Fig. 1: run 1, PDN straps and rails
Pins as bars on the die edge. Tap cells in gray.
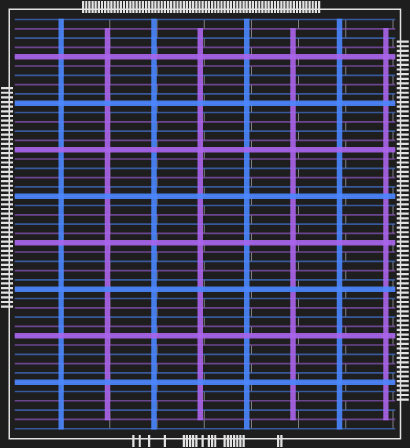
Fig. 2: run 1, logic cells by family
Bar = 20 µm.
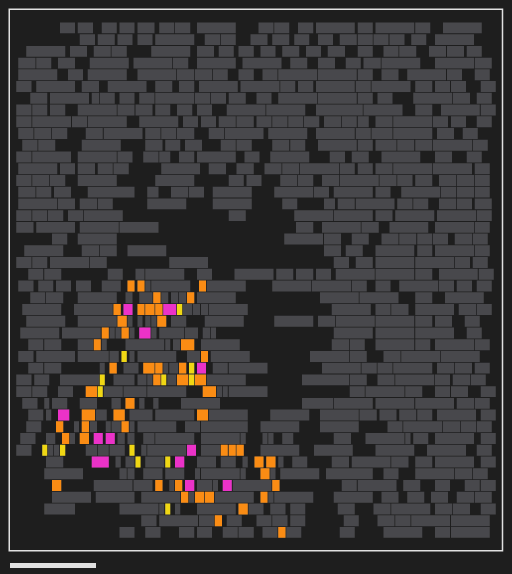
Fig. 3: run 1, the clock network
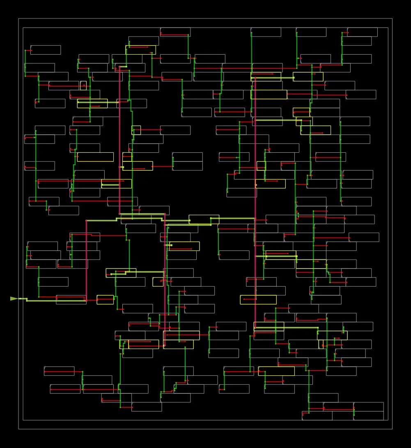
Fig. 4: run 1, clock network drawn from the DEF
Bar = 20 µm.
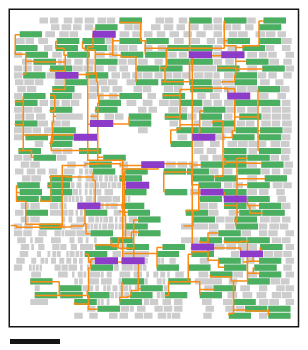
File: config.mk
export PLATFORM = sky130hd
export DESIGN_NAME = sip_neuron_scheduler
export DESIGN_NICKNAME = d
export VERILOG_FILES = /design/src/rtl/sip_neuron_scheduler.sv
export SDC_FILE = /design/constraint.sdc
export NUM_CORES = 1
export LEC_CHECK = 0
export CORE_ASPECT_RATIO = 1.1
export CORE_UTILIZATION = 49
export CTS_CLUSTER_SIZE = 40
export DETAILED_ROUTE_END_ITERATION = 12
export PLACE_DENSITY = 0.85
export SLEW_MARGIN = 20
export SYNTH_ARGS = -nofsm -noshare
export SYNTH_HDL_FRONTEND = slang
export SYNTH_SLANG_ARGS = --single-unit
File: constraint.sdc
create_clock -name clock -period 2.8 [get_ports clock]
set_input_delay 0.28 -clock clock [delete_from_list [all_inputs] [get_ports clock]]
set_output_delay 0.28 -clock clock [all_outputs]
set_load 0.005 [all_outputs]
File: src/rtl/sip_neuron_scheduler.sv
// sip_neuron_scheduler
//   Time-shares one Synaptic_Input_Processor (SIP/LIF) across NUM_NEURONS
//   logical neurons. Each accepted 16-bit presynaptic spike frame is replayed
//   through the SIP once per neuron: fetch the neuron's packed 16x4-bit weight
//   row, present weights/spikes/Ein, pulse load, then wait for flush_spike
//   (or a timeout) and record the neuron's output spike. The collected spike
//   vector is handed downstream under valid/ready.
//
// Ports
//   clock, reset         : rising-edge clock, asynchronous active-low reset
//   frame_valid/ready    : upstream frame handshake (ready only in IDLE)
//   frame_spikes,ein_mask: frame data, latched on accept
//   mem_rd_en, mem_addr  : synapse memory read (addr = neuron index)
//   mem_rdata            : weight row, valid the cycle after mem_rd_en
//   sip_weight/spike_in/ein, sip_load : SIP drive, load is a 1-cycle pulse
//   sip_flush_spike, sip_spike        : SIP completion and output spike
//   out_valid/ready, out_spikes       : result handshake, bit n = neuron n
//   busy                 : any state other than IDLE
//   timeout_err          : sticky, set when a neuron is abandoned
module sip_neuron_scheduler #(
    parameter int NUM_NEURONS = 16,
    parameter int ADDR_W      = 4,
    parameter int TIMEOUT     = 255
) (
    input  logic                   clock,
    input  logic                   reset,
    input  logic                   frame_valid,
    output logic                   frame_ready,
    input  logic [15:0]            frame_spikes,
    input  logic [15:0]            ein_mask,
    output logic                   mem_rd_en,
    output logic [ADDR_W-1:0]      mem_addr,
    input  logic [63:0]            mem_rdata,
    output logic [63:0]            sip_weight,
    output logic [15:0]            sip_spike_in,
    output logic [15:0]            sip_ein,
    output logic                   sip_load,
    input  logic                   sip_flush_spike,
    input  logic                   sip_spike,
    output logic                   out_valid,
    input  logic                   out_ready,
    output logic [NUM_NEURONS-1:0] out_spikes,
    output logic                   busy,
    output logic                   timeout_err
);

    typedef enum logic [2:0] {
        S_IDLE, S_FETCH, S_WAIT_MEM, S_LOAD, S_WAIT_SIP, S_DONE
    } state_t;

    localparam logic [ADDR_W-1:0] LAST_N   = ADDR_W'(NUM_NEURONS - 1);
    // Timeout fires in the WAIT_SIP cycle whose increment brings the count
    // to TIMEOUT, so a silent SIP costs exactly TIMEOUT WAIT_SIP cycles.
    localparam logic [15:0]       TMO_LAST = 16'(TIMEOUT - 1);

    state_t              state, next_state;
    logic [ADDR_W-1:0]   n;
    logic [15:0]         cnt;
    logic [15:0]         frame_q;
    logic [15:0]         ein_q;

    logic accept;
    logic tmo_hit;
    logic wait_done;

    assign accept    = frame_valid & frame_ready;
    assign tmo_hit   = (cnt == TMO_LAST);
    assign wait_done = sip_flush_spike | tmo_hit;

    // State register
    always_ff @(posedge clock or negedge reset) begin
        if (!reset) state <= S_IDLE;
        else        state <= next_state;
    end

    // Next-state logic
    always_comb begin
        next_state = state;
        case (state)
            S_IDLE:     if (accept) next_state = S_FETCH;
            S_FETCH:    next_state = S_WAIT_MEM;
            S_WAIT_MEM: next_state = S_LOAD;
            S_LOAD:     next_state = S_WAIT_SIP;
            S_WAIT_SIP: if (wait_done) next_state = (n == LAST_N) ? S_DONE : S_FETCH;
            S_DONE:     if (out_ready) next_state = S_IDLE;
            default:    next_state = S_IDLE;
        endcase
    end

    // Output decode (state-only; no input-to-output paths)
    always_comb begin
        frame_ready = 1'b0;
        mem_rd_en   = 1'b0;
        mem_addr    = '0;
        sip_load    = 1'b0;
        out_valid   = 1'b0;
        busy        = 1'b1;
        case (state)
            S_IDLE: begin
                frame_ready = 1'b1;
                busy        = 1'b0;
            end
            S_FETCH: begin
                mem_rd_en = 1'b1;
                mem_addr  = n;
            end
            S_LOAD:  sip_load  = 1'b1;
            S_DONE:  out_valid = 1'b1;
            default: ;
        endcase
    end

    // Datapath: frame latch, SIP drive registers, neuron index, timeout
    // counter and result collection.
    always_ff @(posedge clock or negedge reset) begin
        if (!reset) begin
            n            <= '0;
            cnt          <= '0;
            frame_q      <= '0;
            ein_q        <= '0;
            sip_weight   <= '0;
            sip_spike_in <= '0;
            sip_ein      <= '0;
            out_spikes   <= '0;
            timeout_err  <= 1'b0;
        end else begin
            case (state)
                S_IDLE: begin
                    if (accept) begin
                        frame_q    <= frame_spikes;
                        ein_q      <= ein_mask;
                        out_spikes <= '0;
                        n          <= '0;
                    end
                end
                S_WAIT_MEM: begin
                    // SIP buses only change here, so they hold from LOAD
                    // through WAIT_SIP and the following FETCH.
                    sip_weight   <= mem_rdata;
                    sip_spike_in <= frame_q;
                    sip_ein      <= ein_q;
                end
                S_LOAD: cnt <= '0;
                S_WAIT_SIP: begin
                    cnt <= cnt + 16'd1;
                    if (sip_spike)
                        out_spikes <= out_spikes | (NUM_NEURONS'(1) << n);
                    // A flush on the timeout cycle wins: no error.
                    if (tmo_hit && !sip_flush_spike)
                        timeout_err <= 1'b1;
                    if (wait_done && (n != LAST_N))
                        n <= n + 1'b1;
                end
                default: ;
            endcase
        end
    end

endmodule
==> impl_metrics.csv, run 1 <==
group,metric,value,unit
worst_setup_path,crit-reg2reg-launch,"cnt[0]",
clock_network,clkSlewWorstSetupHoldPaths,0.06,ns
detailed_routing,drt-pass1-iter-count,5,
synthesis,mappedNetlistArea,6760,µm²
timing,worst-slew-pin-transition,0.580,ns
power,power_density,1050,nW/µm²
placed_design,gpl.final_weighted_congestion,0.849,
worst_setup_path,worst_r2r_endpoint,"n[0]",
worst_setup_path,worstSetupEndpointType,"output port",
worst_setup_path,cp.arrival,2.16,ns
synthesis,simple_gate_area_share,6.96,%
power,power.share.combinational,36.2,%
power,cellInternalPower,7.49,mW
synthesis,synth.area.mux_share,22.2,%
synthesis,yosys-stat-cells,488,
worst_setup_path,crit_path_start,"state[0]",
power,power_leakage,4.16,nW
timing,grt_setup_unrepaired,"false",
clock_network,clk_root_buffer_cell,"sky130_fd_sc_hd__clkbuf_16",
placed_design,portBuffers,223,
global_route,grt_util_met1,30.3,%
synthesis,seq_area_frac_synth,62.2,%
synthesis,yosys-top-cells-count,"sky130_fd_sc_hd__dfrtp_1, sky130_fd_sc_hd__mux2_1, sky130_fd_sc_hd__mux2_2",
detailed_routing,totalWireLength,16500,µm
detailed_routing,topRoutingLayerUsed,"met4",
detailed_routing,avgViaCountPerCell,5.33,
power,power.share.switching,27.8,%
clock_network,post_cts_buffers,0,
synthesis,synth-edff-count,0,
timing,clock.fmax,410,MHz
synthesis,yosysTopAreaCell,"sky130_fd_sc_hd__dfrtp_1",
global_route,antenna_found_initial,0,
power,switching_power,2.88,mW
global_route,grt_pass1_wl,26900,µm
synthesis,top_logic_kind,"multiplexers",
timing,timing.final.setup_violations,0,
min_path,worstHoldPathType,"in2async",
detailed_routing,routed_wire_length_per_instance,18.2,µm
worst_setup_path,cp.required,2.52,ns
worst_setup_path,critPathLaunchType,"flop",
clock_network,post_cts.resized_instances,0,
floorplanning,floorplan_die_width,114,µm
clock_network,cts_tree,"built",
synthesis,most_common_cell,"sky130_fd_sc_hd__dfrtp_1",
clock_network,cts_max_path_buffers,2,
global_route,via_count_of_the_first_global_routing_pass,5173,
timing,finalHoldViolations,0,
job,max_cap_viols,0,
synthesis,ys_ff,168,
layout,fin_area,9850,µm²
detailed_routing,drt.antenna.violating_nets,0,
placed_design,dpl-instance-area,9180,µm²
synthesis,synth-warning-count,0,
global_route,grt-ovfl-total,0,
synthesis,syn_area_per_cell,13.9,µm²
synthesis,postSynthNetCount,598,
synthesis,synth.cellmix.compoundShare,4.39,%
detailed_routing,route.layer.met1.wl,6590,µm
floorplanning,ioPinCount,224,
global_route,global_route.usage.met3,6.98,%
timing,setup_total_negative_slack,0,ns
global_route,grt_use_met2,41.2,%
layout,layout-drive-gt1-share,13.8,%
synthesis,post_synth_num_cell_types,44,
detailed_routing,detailroute.wirelength.met3,1200,µm
placed_design,detailedPlacementHpwl,11600,µm
floorplanning,initial_core_util,50.7,%
power,reg_power_share,38.9,%
timing,fin_crit,2.44,ns
detailed_routing,dr.first_iter.drc_count,318,
global_route,pin_count_of_the_biggest_net_entering_global_routing,97,
synthesis,synthesis.instances,488,
timing,post_route_fraction_of_the_period_consumed_by_the_critical_path,87.1,%
detailed_routing,num_vias,4839,
timing,final_max_slew_viol_count,0,
timing,timing.slew.headroom,61.4,%
worst_setup_path,worstRegToRegCells,7,
clock_network,cts_made_buffers,17,
detailed_routing,post-route-drc-count,0,
worst_setup_path,setup.reg_to_reg.worst_slack,0.40,ns
synthesis,asyncSetResetFlopFracSynth,100,%
global_route,globalRouteTotalUtil,24.6,%
synthesis,postSynth.topFlopCell,"sky130_fd_sc_hd__dfrtp_1",
synthesis,area_leaders,"sky130_fd_sc_hd__dfrtp_1, sky130_fd_sc_hd__mux2_1, sky130_fd_sc_hd__mux2_2",
layout,diodes,0,
synthesis,yosysChipArea,6760,µm²
floorplanning,rows,44,
global_route,grt.busiest_layer,"met2",
detailed_routing,wl_met2,8300,µm
floorplanning,chip_footprint,14300,µm²
clock_network,htree_num_levels,4,
run_status,outcome,"completed",
synthesis,netlist.area_leader.share,62.2,%
clock_network,hold_buffers,1,
synthesis,fa_ha_area_share,1.48,%
job,stage_log_warnings,31,
synthesis,xor_share,0,%
worst_setup_path,crit_end,"sip_load",
worst_setup_path,timing_worst_setup_path_type,"reg2out",
worst_setup_path,crit_path_max_fanout,13,
layout,syn2layout_area_growth,45.7,%
layout,design.final.nets,821,
-- Fig. 1 (at the start) --
- blue: VSS
- purple: VDD
- met1 rails: 45
- met5 straps: 8
- tap cells: 184
core area: 13300 µm²
Max rail drop VDD: 1010 µV
overall die height: 125 µm

-- Fig. 2 (at the start) --
- orange: inverting AOI/OAI gates (cells 51)
- magenta: AND and OR gates (cells 12)
- yellow: inverters (cells 13)
multi-input combinational area share: 24.1%
most common cell after layout, fill and taps aside: sky130_fd_sc_hd__clkdlybuf4s50_1
final cell count without fillers: 908

-- Fig. 3 (at the start) --
clk latency late pin: 0.42 ns
clock tree sinks: 168
clock buffers: 21

-- Fig. 4 (at the start) --
- purple: clock drivers (count 17)
- green: flip-flops (count 168)
- orange: clock wires (length 1770 µm)
- routed clock nets: 18
share of power burned in the clock network: 24.9%
clk pwr: 2.58 mW
Layout Skew: 0.00738 ns

==> run 1: final cells by class <==
cell class	count	area [µm²]
inverter	13	48.8
clock inverter	11	194
timing repair buffer	230	2330
fill	903	3470
clock buffer	21	470
multi-input combinational	281	2380
sequential	168	4200
tap	184	230
==> run 1: per-stage QoR <==
| stage | hold WS [ns] | setup slack [ns] | total power, mW | cells | utilization, % |
|---|---|---|---|---|---|
| 2_1_floorplan | -0.0156 | 0.930 | 5.65 | 488 | - |
| 3_3_place_gp | 0.284 | 0.821 | 7.61 | 875 | 68.9 |
| 3_5_place_dp | 0.295 | 0.700 | 7.83 | 875 | 68.9 |
| 4_1_cts | 0.412 | 0.343 | 10.5 | 908 | 73.9 |
| 5_1_grt | 0.446 | 0.268 | 10.9 | 908 | 73.9 |
| 6_report | 0.401 | 0.360 | 10.4 | 908 | 73.9 |
==> run 1: cells in the final DEF (no fill, tap or decap), types with 3 or more instances in the layout <==
cell / instances
sky130_fd_sc_hd__ha_1: 8
sky130_fd_sc_hd__nand4_1: 7
sky130_fd_sc_hd__buf_4: 3
sky130_fd_sc_hd__clkdlybuf4s50_1: 222
sky130_fd_sc_hd__nor3_1: 5
sky130_fd_sc_hd__clkbuf_8: 3
sky130_fd_sc_hd__o21ai_1: 13
sky130_fd_sc_hd__and3_1: 4
sky130_fd_sc_hd__nand3_1: 8
sky130_fd_sc_hd__dfrtp_1: 168
sky130_fd_sc_hd__nand2_1: 17
sky130_fd_sc_hd__mux2_1: 78
sky130_fd_sc_hd__clkbuf_16: 17
sky130_fd_sc_hd__clkinvlp_4: 4
sky130_fd_sc_hd__buf_12: 3
sky130_fd_sc_hd__inv_1: 12
sky130_fd_sc_hd__mux2_2: 50
sky130_fd_sc_hd__a21oi_1: 14
sky130_fd_sc_hd__bufinv_16: 5
sky130_fd_sc_hd__nor2_1: 27
sky130_fd_sc_hd__o31ai_1: 3
sky130_fd_sc_hd__mux2i_1: 3
sky130_fd_sc_hd__o21ai_0: 3
sky130_fd_sc_hd__a31oi_1: 10
==> run 1: registers in the layout, indices dropped and copies added, names as in the netlist <==
signal / count
cnt: 16
ein_q: 16
frame_q: 16
n: 4
out_spikes: 16
sip_ein: 16
sip_spike_in: 16
sip_weight: 64
state: 3
timeout_err: 1
==> run 1: logic make-up (layout without fill, tap and decap cells) <==
family | Yosys count | in the layout
DFF | 168 | 168
muxes | 133 | 133
and+or+nand+nor | 89 | 89
AOI/OAI and AO/OA | 51 | 51
buffers and inverters | 39 | 275
adders and majority gates | 8 | 8
==> run 1: power groups by stage <==
| stage | Clock [mW] | Sequential [mW] | Combinational (mW) |
|---|---|---|---|
| floorplan | 0 | 3.98 | 1.67 |
| detailed placement | 0 | 4.07 | 3.77 |
| global route | 2.72 | 4.17 | 4.04 |
| global placement | 0 | 3.97 | 3.64 |
| CTS | 2.62 | 4.04 | 3.80 |
| finish | 2.58 | 4.03 | 3.75 |
==> run 1: worst max-delay path, stage by stage (launching register included) <==
cell and delay [ns]:
sky130_fd_sc_hd__dfrtp_1 0.64, sky130_fd_sc_hd__nand3b_1 0.42, sky130_fd_sc_hd__inv_2 0.16, sky130_fd_sc_hd__clkdlybuf4s50_1 0.52
==> run 2, diff against run 1 <==
REMOVE_ABC_BUFFERS = 1   (was default)
==> impl_metrics.csv, run 2 <==
group,metric,value,unit
run_status,outcome,"completed",
synthesis,fa_ha_area_share,1.48,%
synthesis,top_logic_kind,"multiplexers",
detailed_routing,dr.first_iter.drc_count,242,
clock_network,post_cts.resized_instances,0,
power,reg_power_share,39.9,%
job,max_cap_viols,0,
synthesis,synth.area.mux_share,22.2,%
synthesis,xor_share,0,%
floorplanning,initial_core_util,50.7,%
timing,whs,0.456,ns
timing,setup_total_negative_slack,0,ns
global_route,antenna_found_initial,0,
detailed_routing,totalWireLength,16200,µm
worst_setup_path,setup.reg_to_reg.worst_slack,0.75,ns
power,power_leakage,4.14,nW
clock_network,clk_root_buffer_cell,"sky130_fd_sc_hd__clkbuf_16",
worst_setup_path,worstRegToRegCells,5,
global_route,grt_pass1_wl,26500,µm
floorplanning,rows,44,
layout,finish.utilization,73.4,%
timing,finalHoldViolations,0,
synthesis,ys_ff,168,
synthesis,yosys-stat-cells,488,
global_route,grt-ovfl-total,0,
timing,final_max_slew_viol_count,0,
global_route,pin_count_of_the_biggest_net_entering_global_routing,90,
synthesis,asyncSetResetFlopFracSynth,100,%
synthesis,yosysChipArea,6760,µm²
floorplanning,chip_footprint,14300,µm²
detailed_routing,post-route-drc-count,0,
layout,largest_register,"sip_weight",
layout,layout-drive-gt1-share,13.9,%
timing,timing.slew.headroom,45.7,%
synthesis,most_common_cell,"sky130_fd_sc_hd__dfrtp_1",
power,power.share.combinational,36.6,%
synthesis,synthesis.instances,488,
synthesis,area_leaders,"sky130_fd_sc_hd__dfrtp_1, sky130_fd_sc_hd__mux2_1, sky130_fd_sc_hd__mux2_2",
synthesis,mappedNetlistArea,6760,µm²
global_route,globalRouteTotalUtil,24.2,%
clock_network,tritoncts_num_sinks,168,
min_path,worstHoldPathType,"in2async",
timing,fin_crit,2.35,ns
synthesis,seq_area_frac_synth,62.2,%
clock_network,post_cts_buffers,0,
synthesis,simple_gate_area_share,6.96,%
placed_design,pre_cts_ws,0.741,ns
synthesis,syn_area_per_cell,13.9,µm²
timing,setup_slack,0.446,ns
global_route,via_count_of_the_first_global_routing_pass,5148,
layout,final_common_cell,"sky130_fd_sc_hd__clkdlybuf4s50_1",
power,power.share.switching,28.4,%
timing,clock.fmax,425,MHz
floorplanning,ioPinCount,224,
synthesis,synth.cellmix.compoundShare,4.39,%
worst_setup_path,cp.required,2.52,ns
power,share_of_power_burned_in_the_clock_network,23.5,%
power,power_density,1030,nW/µm²
timing,post_route_fraction_of_the_period_consumed_by_the_critical_path,84.1,%
synthesis,synth-warning-count,0,
detailed_routing,drt-pass1-iter-count,6,
worst_setup_path,critPathLaunchType,"flop",
layout,syn2layout_area_growth,44.7,%
synthesis,postSynth.topFlopCell,"sky130_fd_sc_hd__dfrtp_1",
timing,worst-slew-pin-transition,0.815,ns
clock_network,cts_tree,"built",
synthesis,post_synth_num_cell_types,44,
worst_setup_path,crit_path_max_fanout,13,
layout,diodes,0,
[run 2: cell counts after synthesis]
No cell type changed its count.
[run 2: critical path: stages, from the launching register on]
cell                              delay [ns]
sky130_fd_sc_hd__dfrtp_1                0.60
sky130_fd_sc_hd__nand3b_1               0.39
sky130_fd_sc_hd__inv_2                  0.15
sky130_fd_sc_hd__clkdlybuf4s50_1        0.52
[run 2: logic make-up after synthesis]
logic type | Yosys count
AND-OR/OR-AND | 51
adder cells (fa/ha/maj) | 8
buffers and inverters | 39
multiplexers | 133
flip-flops | 168
AND/OR/NAND/NOR | 89
[run 2: through the flow]
| stage | area, µm² | instances | power [mW] |
|---|---|---|---|
| after global placement | 9170 | 876 | 7.58 |
| final | 9780 | 909 | 10.1 |
| after floorplan | 6620 | 462 | 5.61 |
| after global routing | 9780 | 909 | 10.7 |
| after detailed placement | 9170 | 876 | 7.80 |
| after CTS | 9780 | 909 | 10.2 |
[run 2: power by group through the flow]
stage	combinational, mW	sequential (mW)	clock (mW)
5_1_grt	3.99	4.17	2.52
3_5_place_dp	3.73	4.07	0
2_1_floorplan	1.60	4.01	0
3_3_place_gp	3.59	3.99	0
4_1_cts	3.76	4.04	2.42
6_report	3.70	4.03	2.37
[run 2: metal layers]
metal	global-route usage, %	share of wire [%]	vias to the layer above
li1	-	-	2172
met1	27.9	39	2390
met2	43.1	53	186
met3	6.64	6.5	26
met4	7.72	1.6	0
met5	0	0	-
[run 2: cell type report]
type	count	area, µm²
timing repair buffer	231	2320
clock inverter	14	173
tap	184	230
sequential	168	4200
multi-input combinational	281	2380
fill	900	3540
inverter	13	48.8
clock buffer	18	429
[run 2: how the worst max path moves through the flow]
stage / endpoint / slack (ns) / cells past startpoint
floorplan: sip_ein[15] / -2.69 / 4
global placement: n[0] / 0.83 / 7
detailed placement: sip_weight[0] / 0.74 / 5
CTS: sip_load / 0.39 / 3
global route: sip_load / 0.24 / 3
finish: sip_load / 0.45 / 3
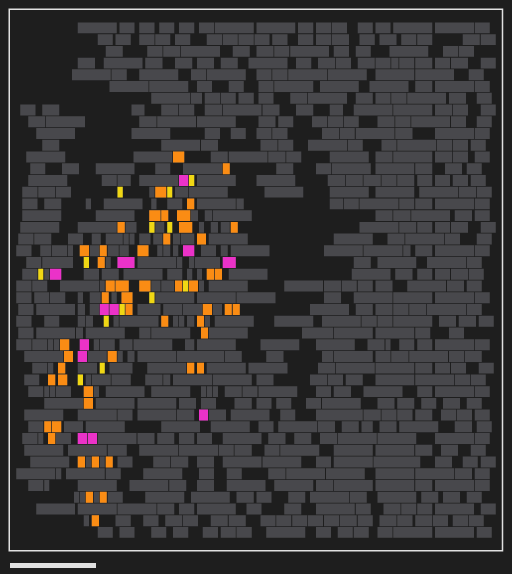
Fig. 5. Logic cells by family (run 2).
Bar = 20 µm.
- magenta: AND and OR gates (cells 12; where middle left)
- orange: inverting AOI/OAI gates (cells 51)
- yellow: inverters (cells 13; where middle left)
final cell count without fillers: 909
multi-input combinational area share: 24.3%

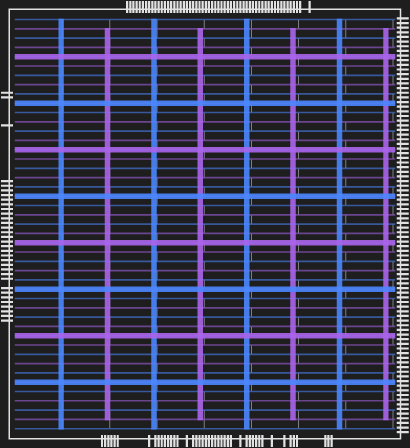
Fig. 6. PDN straps and rails (run 2).
Pins as bars on the die edge. Tap cells in gray.
- blue: VSS
- purple: VDD
- signal pins: 224
- met5 straps: 8
- rows: 44
- met4 straps: 8
- tap cells: 184
floorplan die width: 114 µm
Max rail drop VDD: 623 µV

No activity file was given, so power comes from the tool's default toggle rates.
